<file path="src/rtl/motor_pkg.sv">
// rtl/motor_pkg.sv - shared types and constants for the motor command ramp
// Purpose: duty width, duty ceiling, per-channel FSM states, command struct,
//          and the duty clamp helper used when a new target is loaded.
// Ports:   none (package)
package motor_pkg;

  localparam int DUTY_W   = 7;
  localparam int MAX_DUTY = 100;

  typedef enum logic [1:0] {
    HOLD  = 2'd0,
    RAMP  = 2'd1,
    BRAKE = 2'd2,
    DEAD  = 2'd3
  } ramp_state_t;

  typedef struct packed {
    logic              dir;
    logic [DUTY_W-1:0] duty;
  } motor_cmd_t;

  function automatic logic [DUTY_W-1:0] clamp_duty(input logic [DUTY_W-1:0] duty,
                                                   input logic [DUTY_W-1:0] limit);
    return (duty > limit) ? limit : duty;
  endfunction

endpackage

</file>
<file path="src/rtl/motor_cmd_ramp_if.sv">
// rtl/motor_cmd_ramp_if.sv - command in / applied drive out bundle
// Purpose: groups the command pair from the SPI receiver and the conditioned
//          drive toward the PWM stage.
// Ports:   master drives cmd_*, reads out_*/ramping/wdog_trip;
//          slave (the ramp block) is the mirror image.
interface motor_cmd_ramp_if;
  import motor_pkg::*;

  logic              cmd_valid;
  logic              cmd_dir1;
  logic [DUTY_W-1:0] cmd_duty1;
  logic              cmd_dir2;
  logic [DUTY_W-1:0] cmd_duty2;
  logic              out_dir1;
  logic [DUTY_W-1:0] out_duty1;
  logic              out_dir2;
  logic [DUTY_W-1:0] out_duty2;
  logic              ramping;
  logic              wdog_trip;

  modport master (
    output cmd_valid, cmd_dir1, cmd_duty1, cmd_dir2, cmd_duty2,
    input  out_dir1, out_duty1, out_dir2, out_duty2, ramping, wdog_trip
  );

  modport slave (
    input  cmd_valid, cmd_dir1, cmd_duty1, cmd_dir2, cmd_duty2,
    output out_dir1, out_duty1, out_dir2, out_duty2, ramping, wdog_trip
  );

endinterface

</file>
<file path="src/rtl/motor_ramp_channel.sv">
// rtl/motor_ramp_channel.sv - one motor channel: target regs, slew FSM, dead time
// Purpose: slews out_duty toward the target one STEP per tick, brakes to zero and
//          waits DEADTIME cycles before any direction reversal.
// Ports:   clk, reset (sync, active-high), tick (shared ramp tick),
//          load/cmd (new target), wdog_zero (force target duty to 0),
//          out_dir/out_duty (applied drive), busy (state != HOLD).
module motor_ramp_channel
  import motor_pkg::*;
#(
  parameter int MAX_DUTY = motor_pkg::MAX_DUTY,
  parameter int STEP     = 1,
  parameter int DEADTIME = 590
) (
  input  logic              clk,
  input  logic              reset,
  input  logic              tick,
  input  logic              load,
  input  motor_cmd_t        cmd,
  input  logic              wdog_zero,
  output logic              out_dir,
  output logic [DUTY_W-1:0] out_duty,
  output logic              busy
);

  localparam int                CW        = $clog2(DEADTIME + 1);
  localparam logic [DUTY_W:0]   STEP_X    = (DUTY_W + 1)'(STEP);
  localparam logic [DUTY_W-1:0] STEP_D    = DUTY_W'(STEP);
  localparam logic [DUTY_W-1:0] MAX_D     = DUTY_W'(MAX_DUTY);
  localparam logic [CW-1:0]     DEAD_LOAD = CW'(DEADTIME - 1);

  ramp_state_t       state;
  logic              tgt_dir;
  logic [DUTY_W-1:0] tgt_duty;
  logic [CW-1:0]     dead_cnt;

  logic [DUTY_W:0]   cur_x, tgt_x, up_x;
  logic [DUTY_W-1:0] dn_d, ramp_next, brake_next;
  logic              flip;

  // Step arithmetic is one bit wider so neither 0-STEP nor 127+STEP wraps.
  always_comb begin
    cur_x = {1'b0, out_duty};
    tgt_x = {1'b0, tgt_duty};
    up_x  = cur_x + STEP_X;
    dn_d  = out_duty - STEP_D;
    if (cur_x < tgt_x)
      ramp_next = (up_x >= tgt_x) ? tgt_duty : up_x[DUTY_W-1:0];
    else
      ramp_next = (cur_x <= tgt_x + STEP_X) ? tgt_duty : dn_d;
    brake_next = (cur_x <= STEP_X) ? '0 : dn_d;
    // A reversal toward duty 0 is no reversal: keep direction, just slow down.
    flip = (tgt_dir != out_dir) && (tgt_duty != '0);
  end

  assign busy = (state != HOLD);

  always_ff @(posedge clk) begin
    if (reset) begin
      state    <= HOLD;
      tgt_dir  <= 1'b0;
      tgt_duty <= '0;
      dead_cnt <= '0;
      out_dir  <= 1'b0;
      out_duty <= '0;
    end else begin
      // A command in the same cycle as watchdog expiry takes precedence.
      if (load) begin
        tgt_dir  <= cmd.dir;
        tgt_duty <= clamp_duty(cmd.duty, MAX_D);
      end else if (wdog_zero) begin
        tgt_duty <= '0;
      end

      case (state)
        HOLD: begin
          if (flip) begin
            if (out_duty == '0) begin
              state    <= DEAD;
              dead_cnt <= DEAD_LOAD;
            end else begin
              state <= BRAKE;
            end
          end else if (out_duty != tgt_duty) begin
            state <= RAMP;
          end
        end
        RAMP: begin
          if (flip) begin
            if (out_duty == '0) begin
              state    <= DEAD;
              dead_cnt <= DEAD_LOAD;
            end else begin
              state <= BRAKE;
            end
          end else if (out_duty == tgt_duty) begin
            state <= HOLD;
          end else if (tick) begin
            out_duty <= ramp_next;
            if (ramp_next == tgt_duty) state <= HOLD;
          end
        end
        BRAKE: begin
          if (!flip) begin
            state <= RAMP;
          end else if (out_duty == '0) begin
            state    <= DEAD;
            dead_cnt <= DEAD_LOAD;
          end else if (tick) begin
            out_duty <= brake_next;
            if (brake_next == '0) begin
              state    <= DEAD;
              dead_cnt <= DEAD_LOAD;
            end
          end
        end
        DEAD: begin
          // Duty stays 0; target changes just accumulate until the wait ends.
          if (dead_cnt == '0) begin
            out_dir <= tgt_dir;
            state   <= (tgt_duty == '0) ? HOLD : RAMP;
          end else begin
            dead_cnt <= dead_cnt - 1'b1;
          end
        end
        default: state <= HOLD;
      endcase
    end
  end

endmodule

</file>
<file path="src/rtl/motor_cmd_ramp.sv">
// rtl/motor_cmd_ramp.sv - two-channel motor command slew / dead-time / watchdog
// Purpose: conditions the SPI command pair before the PWM stage; holds the shared
//          ramp prescaler, the command watchdog and the ramping flag.
// Ports:   clk, reset (sync, active-high), bus (motor_cmd_ramp_if.slave:
//          cmd_valid/cmd_dir*/cmd_duty* in, out_dir*/out_duty*/ramping/wdog_trip out).
module motor_cmd_ramp
  import motor_pkg::*;
#(
  parameter int MAX_DUTY   = motor_pkg::MAX_DUTY,
  parameter int STEP       = 1,
  parameter int RAMP_DIV   = 59,
  parameter int DEADTIME   = 590,
  parameter int WDOG_TICKS = 500
) (
  input  logic             clk,
  input  logic             reset,
  motor_cmd_ramp_if.slave  bus
);

  localparam int PW = $clog2(RAMP_DIV + 1);
  localparam int WW = $clog2(WDOG_TICKS + 1);

  logic [PW-1:0] pre_cnt;
  logic [WW-1:0] wdog_cnt;
  logic          tick;
  logic          wdog_fire;
  logic          busy1, busy2;
  motor_cmd_t    cmd1, cmd2;

  assign tick      = (pre_cnt == PW'(RAMP_DIV - 1));
  // The counter saturates at WDOG_TICKS, so expiry fires exactly once per silence.
  assign wdog_fire = tick && !bus.cmd_valid && (wdog_cnt == WW'(WDOG_TICKS - 1));

  always_ff @(posedge clk) begin
    if (reset) begin
      pre_cnt       <= '0;
      wdog_cnt      <= '0;
      bus.wdog_trip <= 1'b0;
    end else begin
      pre_cnt <= tick ? '0 : pre_cnt + 1'b1;
      if (bus.cmd_valid) begin
        wdog_cnt      <= '0;
        bus.wdog_trip <= 1'b0;
      end else if (tick && (wdog_cnt != WW'(WDOG_TICKS))) begin
        wdog_cnt <= wdog_cnt + 1'b1;
      end
      if (wdog_fire) bus.wdog_trip <= 1'b1;
    end
  end

  assign cmd1 = '{dir: bus.cmd_dir1, duty: bus.cmd_duty1};
  assign cmd2 = '{dir: bus.cmd_dir2, duty: bus.cmd_duty2};

  motor_ramp_channel #(.MAX_DUTY(MAX_DUTY), .STEP(STEP), .DEADTIME(DEADTIME)) u_ch1 (
    .clk(clk), .reset(reset), .tick(tick), .load(bus.cmd_valid), .cmd(cmd1),
    .wdog_zero(wdog_fire), .out_dir(bus.out_dir1), .out_duty(bus.out_duty1), .busy(busy1)
  );

  motor_ramp_channel #(.MAX_DUTY(MAX_DUTY), .STEP(STEP), .DEADTIME(DEADTIME)) u_ch2 (
    .clk(clk), .reset(reset), .tick(tick), .load(bus.cmd_valid), .cmd(cmd2),
    .wdog_zero(wdog_fire), .out_dir(bus.out_dir2), .out_duty(bus.out_duty2), .busy(busy2)
  );

  // Decoded straight from the two state registers.
  assign bus.ramping = busy1 | busy2;

endmodule

</file>
<file path="src/flat_wrapper.sv">
// flat-port wrapper written by rule: the top's interface ports become plain ports
module motor_cmd_ramp_flat import motor_pkg::*;
#(
  parameter int MAX_DUTY   = motor_pkg::MAX_DUTY,
  parameter int STEP       = 1,
  parameter int RAMP_DIV   = 59,
  parameter int DEADTIME   = 590,
  parameter int WDOG_TICKS = 500
)
  (clk, reset, bus_cmd_valid, bus_cmd_dir1, bus_cmd_duty1, bus_cmd_dir2, bus_cmd_duty2, bus_out_dir1, bus_out_duty1, bus_out_dir2, bus_out_duty2, bus_ramping, bus_wdog_trip);
  motor_cmd_ramp_if bus_i ();
  input  logic clk;
  input  logic reset;
  input wire logic [$bits(bus_i.cmd_valid)-1:0] bus_cmd_valid;
  input wire logic [$bits(bus_i.cmd_dir1)-1:0] bus_cmd_dir1;
  input wire logic [$bits(bus_i.cmd_duty1)-1:0] bus_cmd_duty1;
  input wire logic [$bits(bus_i.cmd_dir2)-1:0] bus_cmd_dir2;
  input wire logic [$bits(bus_i.cmd_duty2)-1:0] bus_cmd_duty2;
  output wire logic [$bits(bus_i.out_dir1)-1:0] bus_out_dir1;
  output wire logic [$bits(bus_i.out_duty1)-1:0] bus_out_duty1;
  output wire logic [$bits(bus_i.out_dir2)-1:0] bus_out_dir2;
  output wire logic [$bits(bus_i.out_duty2)-1:0] bus_out_duty2;
  output wire logic [$bits(bus_i.ramping)-1:0] bus_ramping;
  output wire logic [$bits(bus_i.wdog_trip)-1:0] bus_wdog_trip;
  assign bus_i.cmd_valid = bus_cmd_valid;
  assign bus_i.cmd_dir1 = bus_cmd_dir1;
  assign bus_i.cmd_duty1 = bus_cmd_duty1;
  assign bus_i.cmd_dir2 = bus_cmd_dir2;
  assign bus_i.cmd_duty2 = bus_cmd_duty2;
  assign bus_out_dir1 = bus_i.out_dir1;
  assign bus_out_duty1 = bus_i.out_duty1;
  assign bus_out_dir2 = bus_i.out_dir2;
  assign bus_out_duty2 = bus_i.out_duty2;
  assign bus_ramping = bus_i.ramping;
  assign bus_wdog_trip = bus_i.wdog_trip;
  motor_cmd_ramp #(.MAX_DUTY(MAX_DUTY), .STEP(STEP), .RAMP_DIV(RAMP_DIV), .DEADTIME(DEADTIME), .WDOG_TICKS(WDOG_TICKS)) u_core (.clk(clk), .reset(reset), .bus(bus_i));
endmodule
</file>
<file path="config.mk">
export PLATFORM = sky130hd
export DESIGN_NAME = motor_cmd_ramp_flat
export DESIGN_NICKNAME = d
export VERILOG_FILES = /design/src/rtl/motor_pkg.sv /design/src/rtl/motor_cmd_ramp_if.sv /design/src/rtl/motor_ramp_channel.sv /design/src/rtl/motor_cmd_ramp.sv /design/src/flat_wrapper.sv
export SDC_FILE = /design/constraint.sdc
export NUM_CORES = 1
export LEC_CHECK = 0
export ABC_AREA = 1
export CAP_MARGIN = 20
export CORE_MARGIN = 5
export CORE_UTILIZATION = 64
export DETAILED_ROUTE_END_ITERATION = 16
export PLACE_DENSITY = 0.87
export SLEW_MARGIN = 5
export SYNTH_ARGS = -nofsm -noshare
export SYNTH_HDL_FRONTEND = slang
export SYNTH_SLANG_ARGS = --single-unit
</file>
<file path="constraint.sdc">
create_clock -name clk -period 5.1 [get_ports clk]
set_input_delay 1.02 -clock clk [delete_from_list [all_inputs] [get_ports clk]]
set_output_delay 1.02 -clock clk [all_outputs]
set_load 0.02 [all_outputs]
</file>
==> run_1/io_placement.png <==
Drawn at 4 px/um. Pins as bars across the die edge, other pins in gray.
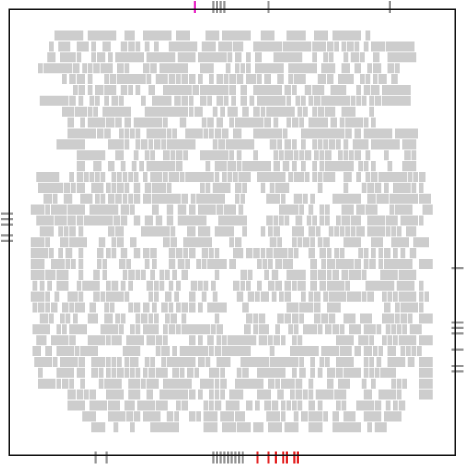
- bus_out_dir2: magenta (pins 1; direction output; edge north)
- bus_cmd_duty1: red (pins 7; direction input; edge south)
- all pins by edge: 18 south, 7 north, 7 east, 5 west
die y size: 111 um
PortBufs: 36
Die W: 111 um

==> run_1/congestion.png <==
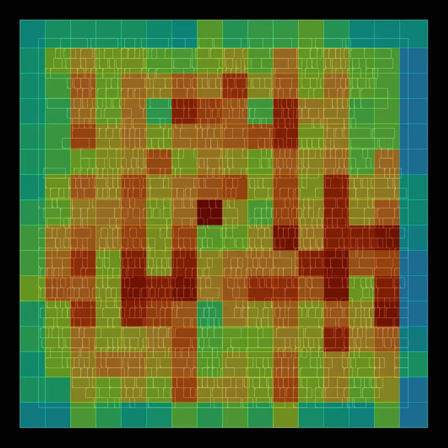
GR Util All Layers: 0.266
Final Core Density: 0.702
GR Util met2: 0.458

==> GITHUB_STEP_SUMMARY, run 1 <==
## Synthesis and layout report

| Metric | Value |
|---|---|
| Status | `finished clean` |
| # setup viols final | `0` |
| R2R Setup Slk | `1.67 ns` |
| Worst r2r src | `u_core.u_ch1.out_duty[2]` |
| # Taps | `136` |
| Post-Route Setup TNS | `0 ns` |
| Fmax achieved | `292 MHz` |
| Critical Path End | `u_core.u_ch1.state[0]` |
| Critical path endpoint category | `flop` |
| RD Place Congestion | `0.966` |
| Crit-path cells | `nand3_1 > nor2_1 > xor2_1 > ha_1 > a21oi_1 > o21bai_1 > nor2_2 > nand2_2 > nand2_1 > nand3_2 > nand2_1 > nand2_1 > nand2_1 > nand2_1 > nor2_2 > nand3_2 > a21oi_1 > nor2_1` |
| GR Layer Usage met3 | `0.0502` |
| Largest cell class | `multi-input combinational cells` |
| Final worst slack | `1.67 ns` |
| Met3 wire length | `966 um` |
| CP max stage cell | `dfxtp_1` |
| Synth Seq Share | `0.220` |
| Inverter count | `130` |
| NonClk Buf Share | `0.0528` |
| Logic cell area | `4420 um2` |
| Synthesis-to-finish area growth | `8.74%` |
| Hpwl dp | `12500 um` |
| Clock transition at path regs | `0.08 ns` |
| List of most frequent post-synthesis cells | `nand2_1, inv_1, nand3_1` |
| CTS tree | `done` |
| Final worst path period need | `3.43 ns` |
| Filler Cells Inserted | `920` |
| Hold WS | `0.464 ns` |
| Hold Path End | `u_core.pre_cnt[0]` |
| Hold Startpoint | `u_core.pre_cnt[0]` |
| DR WL met2 | `7710 um` |
| Post-synth EDFFs | `0` |
| Measured slew at the worst slew-check pin | `0.770 ns` |
| Most frequent logic cell in the layout | `nand2_1` |
| Routed vias/inst | `5.61` |
| Share of Yosys cell area claimed by the top area cell type | `0.220` |
| Met1 Track Usage GR | `0.323` |
| # Cells Yosys | `1017` |
| Hold buffers post-CTS | `0` |
| Syn_nets | `1094` |
| Final worst path period share | `0.672` |
| Fin Clk Skew | `0.00948 ns` |
| Chip area | `12300 um2` |
| Max layer used | `met4` |
| Max FO, Critical Path | `11` |
| Buf/Inv on CP | `0` |
| Core Rows | `37` |
| Tool warnings | `38` |
| Max Slew Vio Count | `0` |
| Final-report hold violation count | `0` |
| Most used routing layer | `met2` |
| M1 wire length | `7240 um` |
| Number of diodes | `0` |
| CTS Buf Count | `9` |
| R2r endpoint | `u_core.u_ch1.state[0]` |
| WL final | `16600 um` |
| Clock buffer depth | `2` |
| Syn_area_per_cell | `6.43 um2` |
| Congestion Overflow GR | `0` |
| CP most frequent cell | `nand2_1` |
| Clk ins delay skew pair | `0.35 ns` |
| Hold Path Class | `reg -> reg` |
| Cell family with most CP delay | `simple AND/OR/NAND/NOR gates` |
| Initial DRC count | `450` |
| Largest net degree at the start of global routing | `34` |
| Setup WS pre-CTS | `1.73 ns` |
| Flip-flops | `72` |
| Drt wl/cell | `14.0 um` |
| Yosys top cell by area | `dfxtp_1` |
| Peak supply drop | `0.000149 V` |
| Buffers, non-clock | `38` |
| Crit path kind | `reg -> reg` |
| Crit path arrival time | `3.68 ns` |
| Main flop type after synthesis | `dfxtp_1` |
| Slowest stage delay, CP | `0.67 ns` |
| Post-CTS Resized | `0` |
| Clock Sinks | `72` |
| H-tree levels | `3` |
| Final ANT Viol Nets | `0` |
| First-pass GRT wire length | `28000 um` |
| Most instantiated logic cells after routing | `nand2_1, inv_1, nand3_1, nor2_1, dfxtp_1` |
| Final cell count without fillers | `1182` |
| Drt pass-1 iters | `6` |
| Vias in the first global route | `6194` |
| Crit path launch | `u_core.u_ch1.out_duty[2]` |
| YS chip area | `6540 um2` |
| Static leakage | `3.37 nW` |
| CP required | `5.35 ns` |
| Vias | `6631` |
| Core area | `10100 um2` |
| Startpoint types | `flop` |
| # nets final | `1118` |
| DR DRC count | `0` |
| Count leader, synth | `nand2_1` |
| Root Driver | `clkbuf_8` |
| Hold depth | `1` |
| Post-CTS setup buffers | `0` |
| Core Util at FP | `0.645` |
| Critical path depth | `18` |
| Number of I/O pins | `37` |
| Placed Cells | `1166` |
| Pwr/cell area | `233 nW/um2` |
| Total Power | `1.66 mW` |
| RSZ-0062 raised after global routing | `false` |
| Ys flops | `72` |
| Comb/total area | `0.621` |
| Synth Cell Area | `6540 um2` |
| Top cells by area | `dfxtp_1, nand2_1, ha_1` |
| Mi-comb count | `790` |
| Syn Inst Count | `1017` |
| Worst-case reg-to-reg path depth | `18` |
| Initial antenna violation count | `0` |
| Layout cells sized above 1 | `0.0717` |
| Netlist cell types | `47` |
| Clkbuf count | `10` |
| Max-Cap Viols | `0` |
| Yosys warning count | `0` |
| Async SR Flop Fraction | `0` |
| Max_slew headroom | `0.482` |
| Clock-cell share of area | `0.0308` |
==> run_1/flops_by_reg.png <==
Drawn at 2 px/um. Other sequential cells in the stronger gray, the rest of the logic in the fainter gray.
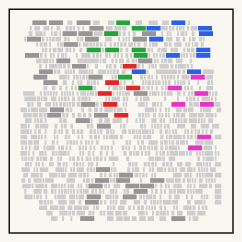
- u_core.u_ch1.out_duty: magenta (sequential cells 7; where east)
- u_core.wdog_cnt: green (sequential cells 9; where north)
- u_core.u_ch1.dead_cnt: blue (sequential cells 10; where north-east)
- u_core.pre_cnt: red (sequential cells 6)
register area: 1440 um2
sequential power: 643 uW
Seq area share: 0.203

[run 1: where the power goes]
group / internal (mW) / leakage, nW / total [mW] / switching, mW
Clock: 0.278 / 0.111 / 0.513 / 0.235
Sequential: 0.601 / 0.587 / 0.643 / 0.0423
Combinational: 0.179 / 2.68 / 0.504 / 0.325
[run 1: kinds of logic after synthesis]
kind of cell | share of synthesized area
DFF | 0.220
AOI/OAI and AO/OA | 0.121
xor gates and xnor gates | 0.0469
adders and majority gates | 0.111
and+or+nand+nor | 0.397
buffers and inverters | 0.104
[run 1: worst register-to-register path, stage by stage, from the launching register on]
cell and delay (ns):
dfxtp_1 0.67, nand3_1 0.19, nor2_1 0.22, xor2_1 0.24, ha_1 0.29, a21oi_1 0.16
o21bai_1 0.09, nor2_2 0.39, nand2_2 0.25, nand2_1 0.12, nand3_2 0.08, nand2_1 0.07
nand2_1 0.05, nand2_1 0.07, nand2_1 0.06, nor2_2 0.11, nand3_2 0.09, a21oi_1 0.14
nor2_1 0.06
[run 1: registers in the layout, summed over array words and instances (netlist names)]
name	cells
u_core.bus.wdog_trip	1
u_core.pre_cnt	6
u_core.u_ch1.dead_cnt	10
u_core.u_ch1.out_dir	1
u_core.u_ch1.out_duty	7
u_core.u_ch1.state	2
u_core.u_ch1.tgt_dir	1
u_core.u_ch1.tgt_duty	7
u_core.u_ch2.dead_cnt	10
u_core.u_ch2.out_dir	1
u_core.u_ch2.out_duty	7
u_core.u_ch2.state	2
u_core.u_ch2.tgt_dir	1
u_core.u_ch2.tgt_duty	7
u_core.wdog_cnt	9
[run 1: metrics by stage]
stage	area [um2]	utilization
2_1_floorplan	6540	-
3_3_place_gp	6900	0.680
3_5_place_dp	6900	0.680
4_1_cts	7110	0.702
5_1_grt	7110	0.702
6_report	7110	0.702
==> run 2, diff against run 1 <==
--- a/config.mk
+++ b/config.mk
@@ -8,9 +8,9 @@
 export ABC_AREA = 1
 export CAP_MARGIN = 20
 export CORE_MARGIN = 5
-export CORE_UTILIZATION = 64
+export CORE_UTILIZATION = 56
 export DETAILED_ROUTE_END_ITERATION = 16
-export PLACE_DENSITY = 0.87
+export PLACE_DENSITY = 0.8
 export SLEW_MARGIN = 5
 export SYNTH_ARGS = -nofsm -noshare
 export SYNTH_HDL_FRONTEND = slang
==> constraint.sdc (replaced) <==
create_clock -name clk -period 2.8 [get_ports clk]
set_input_delay 0.56 -clock clk [delete_from_list [all_inputs] [get_ports clk]]
set_output_delay 0.56 -clock clk [all_outputs]
set_load 0.02 [all_outputs]
==> run_2/logic_types.png <==
Drawn at 2 px/um.
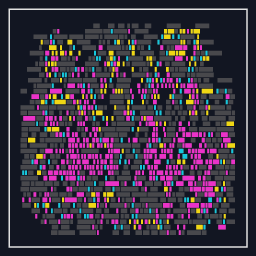
- nand cells: magenta (cells 418; most used nand2_1)
- inv cells: cyan (cells 131; most used inv_1; where widely spread)
- nor cells: yellow (cells 136; most used nor2_1; where widely spread)
most frequent logic cell in the layout: nand2_1
Comb/total area: 0.581

==> run_2/detail.png <==
Window x 47 to 72, y 23 to 48 um. Cells in gray, sequential cells in the stronger gray; small squares are vias.
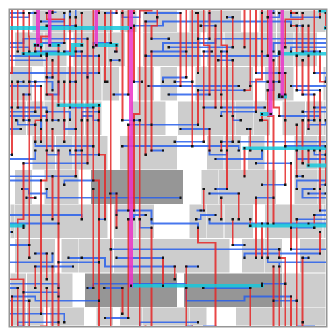
- metal 3: cyan
- metal 4: magenta
- metal 2: red
- metal 1: blue
- most frequent: nand2_1 (23), inv_1 (11)
- cells with their middle in the window: 81
- sequential cells in the window: 3
- netlist names of flops here include: u_core.u_ch2.tgt_duty (2), u_core.u_ch1.tgt_duty (1)

==> GITHUB_STEP_SUMMARY, run 2 <==
## Synthesis and layout report

| Metric | Value |
|---|---|
| Hold Startpoint | `u_core.wdog_cnt[7]` |
| Startpoint types | `flop` |
| Core Util at FP | `0.573` |
| Clock buffer depth | `2` |
| Yosys top cell by area | `dfxtp_1` |
| Final Core Density | `0.733` |
| Vias | `7192` |
| Tool warnings | `39` |
| RSZ-0062 raised after global routing | `true` |
| Max_slew headroom | `0.527` |
| Largest net degree at the start of global routing | `22` |
| Final worst slack | `-0.0122 ns` |
| Routed vias/inst | `5.62` |
| Leading registers by flop count | `u_core.u_ch1.dead_cnt: 10 flops, u_core.u_ch2.dead_cnt: 10 flops, u_core.wdog_cnt: 9 flops` |
| Crit path kind | `reg -> reg` |
| Top cells by area | `dfxtp_1, nand2_1, ha_1` |
| Hold Path Class | `reg -> reg` |
| Post-CTS setup buffers | `3` |
| Clock Sinks | `72` |
| # setup viols final | `2` |
| Hold buffers post-CTS | `0` |
| DR DRC count | `0` |
| Share of Yosys cell area claimed by the top area cell type | `0.220` |
| CP most frequent cell | `nand2_1` |
| Pwr/cell area | `396 nW/um2` |
| Slowest stage delay, CP | `0.38 ns` |
| Fmax achieved | `356 MHz` |
| Total Power | `3.31 mW` |
| Syn_area_per_cell | `6.43 um2` |
| GR Util All Layers | `0.252` |
| Layout cells sized above 1 | `0.216` |
| List of most frequent post-synthesis cells | `nand2_1, inv_1, nand3_1` |
| Core area | `11400 um2` |
| Chip area | `13900 um2` |
| Critical path endpoint category | `flop` |
| Worst r2r src | `u_core.u_ch2.tgt_duty[1]` |
| Initial antenna violation count | `0` |
| Filler Cells Inserted | `944` |
| CP max stage cell | `dfxtp_4` |
| Placed Area | `7420 um2` |
| Buf/Inv on CP | `2` |
| Final worst path period share | `1.00` |
| Congestion Overflow GR | `0` |
| Yosys warning count | `0` |
| RD Place Congestion | `1.02` |
| Max FO, Critical Path | `6` |
| Most instantiated logic cells after routing | `nand2_1, inv_1, nand3_1, nor2_1, buf_4` |
| Netlist cell types | `47` |
| Initial DRC count | `679` |
| Synth Cell Area | `6540 um2` |
| Max Slew Vio Count | `0` |
| Die y size | `118 um` |
| Hpwl dp | `13700 um` |
| Clock transition at path regs | `0.06 ns` |
| Synthesis-to-finish area growth | `27.8%` |
| Final worst path period need | `2.81 ns` |
| Fin Clk Skew | `0.00724 ns` |
| Syn Inst Count | `1017` |
| PortBufs | `36` |
| YS chip area | `6540 um2` |
| Drt wl/cell | `15.1 um` |
| Crit-path cells | `ha_4 > nand2_2 > nor2_2 > xor2_1 > inv_1 > ha_1 > nand3_2 > a21oi_4 > nand2_2 > nand2_4 > buf_4 > nand3_1 > nand3_2 > nand3_1 > nand2_1 > nand2_1 > nor2_1 > nand2_1 > a21oi_1 > nor2_1` |
| Violated checks | `negative setup slack` |
| Core Rows | `39` |
| Final-report hold violation count | `0` |
| Placed Cells | `1241` |
| Post-Route Setup TNS | `-0.0219 ns` |
| Final ANT Viol Nets | `0` |
| Ys flops | `72` |
| # Cells Yosys | `1017` |
| Crit path arrival time | `3.05 ns` |
| CP required | `3.03 ns` |
| Final cell count without fillers | `1280` |
| Hold WS | `0.471 ns` |
| Peak supply drop | `0.000360 V` |
| CTS tree | `done` |
| H-tree levels | `3` |
| Post-CTS Resized | `9` |
| Number of diodes | `0` |
| Status | `complete, but fails checks` |
| Static leakage | `3.97 nW` |
| Number of I/O pins | `37` |
| Crit path launch | `u_core.u_ch2.tgt_duty[1]` |
| Clk ins delay skew pair | `0.34 ns` |
| # nets final | `1211` |
| Cell family with most CP delay | `simple AND/OR/NAND/NOR gates` |
| Max-Cap Viols | `0` |
| Vias in the first global route | `6363` |
| Synth Seq Share | `0.220` |
| Main flop type after synthesis | `dfxtp_1` |
| Final Cell Area | `8360 um2` |
| Drt pass-1 iters | `5` |
| Measured slew at the worst slew-check pin | `0.709 ns` |
| First-pass GRT wire length | `29700 um` |
| Die W | `118 um` |
| Count leader, synth | `nand2_1` |
| Post-synth EDFFs | `0` |
| Syn_nets | `1094` |
| WL final | `19400 um` |
| CTS Buf Count | `9` |
| Setup WS pre-CTS | `-0.101 ns` |
| Root Driver | `clkbuf_16` |
| Async SR Flop Fraction | `0` |
[run 2: cell types whose count changed in the layout (fill, tap and decap cells not counted), sizes merged]
cell	before	now
buf	2	92
bufinv	2	0
clkbuf	10	11
clkinv	6	3
clkinvlp	0	4
inv	128	127
nand2	267	269
[run 2: tightest hold or removal path, stage by stage (launching register included)]
cell and delay (ns):
dfxtp_1 0.29, inv_1 0.07, a21oi_1 0.06
[run 2: routing by layer]
| metal | track usage | up-vias | routed length (um) |
|---|---|---|---|
| met3 | 0.0327 | 75 | 959 |
| met1 | 0.317 | 3260 | 8220 |
| met4 | 0.0903 | 0 | 800 |
| met5 | 0 | - | 0 |
| met2 | 0.437 | 273 | 9390 |
| li1 | - | 3584 | - |
[run 2: cell families after synthesis]
logic type,after synthesis,synth area share
buf+inv,155,0.104
fa+ha+maj,58,0.111
simple gates,558,0.397
flops,72,0.220
xor+xnor,35,0.0469
compound gates,139,0.121
[run 2: path summary, 6_finish.rpt]
path,cells past startpoint,slack [ns],endpoint
setup / recovery,20,-0.01,u_core.u_ch2.state[0]
hold / removal,2,0.47,u_core.wdog_cnt[7]
setup reg to reg,20,-0.01,u_core.u_ch2.state[0]
hold reg to reg,2,0.47,u_core.wdog_cnt[7]
[run 2: final cells by class]
cell class	instances	area, um2	area share
clock buffers	11	243	0.0290
clock inverters	3	20.0	0.00239
inverters	130	494	0.0591
multi-input cells	792	4860	0.581
flip-flops and latches	72	1480	0.177
well taps	143	179	0.0214
repair buffers	128	1080	0.130
repair inverters	1	7.51	0.000898
[run 2: where the power goes]
group	internal (mW)	switching (mW)	leakage, nW
Sequential	1.09	0.0668	0.595
Clock	0.612	0.437	0.123
Combinational	0.420	0.682	3.25
==> run 3, diff against run 2 <==
--- a/config.mk
+++ b/config.mk
@@ -8,8 +8,9 @@
 export ABC_AREA = 1
 export CAP_MARGIN = 20
 export CORE_MARGIN = 5
-export CORE_UTILIZATION = 56
+export CORE_UTILIZATION = 59
 export DETAILED_ROUTE_END_ITERATION = 16
+export DONT_BUFFER_PORTS = 1
 export PLACE_DENSITY = 0.8
 export SLEW_MARGIN = 5
 export SYNTH_ARGS = -nofsm -noshare
==> run_3/flops_by_reg.png <==
Drawn at 2 px/um. Other sequential cells in the stronger gray, the rest of the logic in the fainter gray.
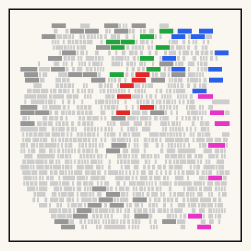
Seq area share: 0.194
register area: 1460 um2
Final Core Density: 0.693

==> run_3/congestion.png <==
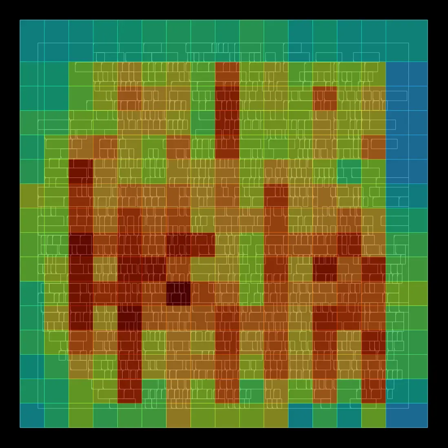
GR Util All Layers: 0.268
met1 Track Usage GR: 0.327
most used routing layer: met2
drt wl/cell: 14.9 um

==> GITHUB_STEP_SUMMARY, run 3 <==
## Synthesis and layout report

| Metric | Value |
|---|---|
| Yosys top cell by area | `dfxtp_1` |
| Syn Inst Count | `1017` |
| R2r endpoint | `u_core.u_ch2.state[0]` |
| # setup viols final | `1` |
| Core area | `10800 um2` |
| R2R Setup Slk | `-0.06 ns` |
| Synth Seq Share | `0.220` |
| Main flop type after synthesis | `dfxtp_1` |
| Total Power | `2.98 mW` |
| Synthesis-to-finish area growth | `14.8%` |
| List of most frequent post-synthesis cells | `nand2_1, inv_1, nand3_1` |
| Syn_area_per_cell | `6.43 um2` |
| Initial antenna violation count | `0` |
| Met3 wire length | `1210 um` |
| CP max stage cell | `dfxtp_4` |
| Startpoint types | `flop` |
| GR Layer Usage met3 | `0.0589` |
| YS chip area | `6540 um2` |
| Crit-path cells | `buf_12 > nand3_4 > nor2_4 > xor2_2 > inv_2 > ha_4 > a21oi_2 > o21bai_1 > nor2_2 > nand2_2 > o21ai_1 > nand2_1 > nand2_1 > nand2_1 > nand2_1 > nand2_1 > nor2_1 > nand2_1 > nand3_1 > nand2_1 > nor2_1` |
| Max FO, Critical Path | `8` |
| CTS Buf Count | `9` |
| # Cells Yosys | `1017` |
| Post-Route Setup TNS | `-0.0648 ns` |
| Violated checks | `negative setup slack` |
| Static leakage | `3.60 nW` |
| Peak supply drop | `0.000300 V` |
| Fin Clk Skew | `0.0203 ns` |
| Most frequent logic cell in the layout | `nand2_1` |
| Critical path endpoint category | `flop` |
| Layout cells sized above 1 | `0.172` |
| Ys flops | `72` |
| Count leader, synth | `nand2_1` |
| Number of diodes | `0` |
| Final worst slack | `-0.0648 ns` |
| Final Cell Area | `7510 um2` |
| Synth Cell Area | `6540 um2` |
| Hold Startpoint | `reset` |
| Yosys warning count | `0` |
| CP most frequent cell | `nand2_1` |
| Hold Path End | `u_core.u_ch1.tgt_duty[1]` |
| WL final | `18100 um` |
| Tool warnings | `39` |
| Initial DRC count | `586` |
| PortBufs | `0` |
| Crit path launch | `u_core.u_ch2.out_duty[1]` |
| Final cell count without fillers | `1216` |
| Max-Cap Viols | `0` |
| Slowest stage delay, CP | `0.38 ns` |
| Final worst path period share | `1.02` |
| Crit path arrival time | `3.18 ns` |
| Fmax achieved | `349 MHz` |
| RD Place Congestion | `0.980` |
| CP required | `3.12 ns` |
| Max Slew Vio Count | `0` |
| Placed Area | `6990 um2` |
| Chip area | `13300 um2` |
| First-pass GRT wire length | `29100 um` |
| Top cells by area | `dfxtp_1, nand2_1, ha_1` |
| M1 wire length | `7620 um` |
| RSZ-0062 raised after global routing | `true` |
| Congestion Overflow GR | `0` |
| Vias in the first global route | `6303` |
| Clock transition at path regs | `0.10 ns` |
| Buf/Inv on CP | `2` |
| CTS tree | `done` |
| Core Util at FP | `0.604` |
| # nets final | `1148` |
| Status | `complete, but fails checks` |
| Clk ins delay skew pair | `0.38 ns` |
| Vias | `6928` |
| Hold depth | `1` |
| Max_slew headroom | `0.534` |
| Hpwl dp | `13200 um` |
| Syn_nets | `1094` |
| Leading registers by flop count | `u_core.u_ch1.dead_cnt: 10 flops, u_core.u_ch2.dead_cnt: 10 flops, u_core.wdog_cnt: 9 flops` |
| Clock buffer depth | `2` |
| Share of Yosys cell area claimed by the top area cell type | `0.220` |
| DR WL met2 | `8530 um` |
| Routed vias/inst | `5.70` |
| Die y size | `115 um` |
| Most instantiated logic cells after routing | `nand2_1, inv_1, nand3_1, nor2_1, dfxtp_1` |
| Async SR Flop Fraction | `0` |
| Final-report hold violation count | `0` |
| Cell family with most CP delay | `simple AND/OR/NAND/NOR gates` |
| Largest net degree at the start of global routing | `34` |
| Hold Path Class | `in -> reg` |
| Measured slew at the worst slew-check pin | `0.698 ns` |
| Setup WS pre-CTS | `-0.0169 ns` |
| Die W | `115 um` |
| Pwr/cell area | `397 nW/um2` |
| H-tree levels | `3` |
| Placed Cells | `1190` |
| Core Rows | `38` |
run 3: cell count changes in the layout (fill, tap and decap cells not counted), sizes merged:
| cell | delta |
|---|---|
| clkinvlp | -2 |
| clkinv | +1 |
| buf | -26 |
| inv | +1 |
| bufinv | +1 |
| clkdlybuf4s50 | -36 |
| clkbuf | +1 |
| nand2 | -1 |
run 3: logic make-up after synthesis:
kind of cell	share of synthesized area
flip-flops	0.220
AND-OR/OR-AND	0.121
adder cells (fa/ha/maj)	0.111
AND/OR/NAND/NOR	0.397
XOR/XNOR	0.0469
buffers and inverters	0.104
run 3: worst max-delay path by stage:
| stage | depth (start not counted) | slack [ns] | to |
|---|---|---|---|
| 2_1_floorplan | 20 | 0.03 | u_core.u_ch2.state[0] |
| 3_3_place_gp | 20 | -0.02 | u_core.u_ch1.state[0] |
| 3_5_place_dp | 20 | -0.02 | u_core.u_ch1.state[0] |
| 4_1_cts | 21 | 0.0002 | u_core.u_ch2.state[0] |
| 5_1_grt | 21 | -0.30 | u_core.u_ch2.state[0] |
| 6_report | 21 | -0.06 | u_core.u_ch2.state[0] |
run 3: repair_timing:
item	CTS	global route
pin swaps	1	22
setup endpoints to repair	2	10
setup buffers	1	7
gates cloned	0	2
hold buffers	0	0
resized	3	62
run 3: area by class of cell:
cell class                      count  area [um2]
Multi-Input combinational cell    791        4640
Clock inverter                      5        56.3
Fill cell                         939        3330
Clock buffer                       11         131
Timing Repair Buffer               67         557
Sequential cell                    72        1460
Tap cell                          140         175
Inverter                          130         494
run 3: power breakdown:
group | leakage (nW) | switching, mW | total, mW | internal, mW
Clock | 0.0937 | 0.438 | 0.851 | 0.413
Combinational | 2.92 | 0.619 | 0.976 | 0.356
Sequential | 0.592 | 0.0655 | 1.16 | 1.09
Total | 3.60 | 1.12 | 2.98 | 1.86
Power figures rest on the tool's default switching activity, not on a simulated workload.
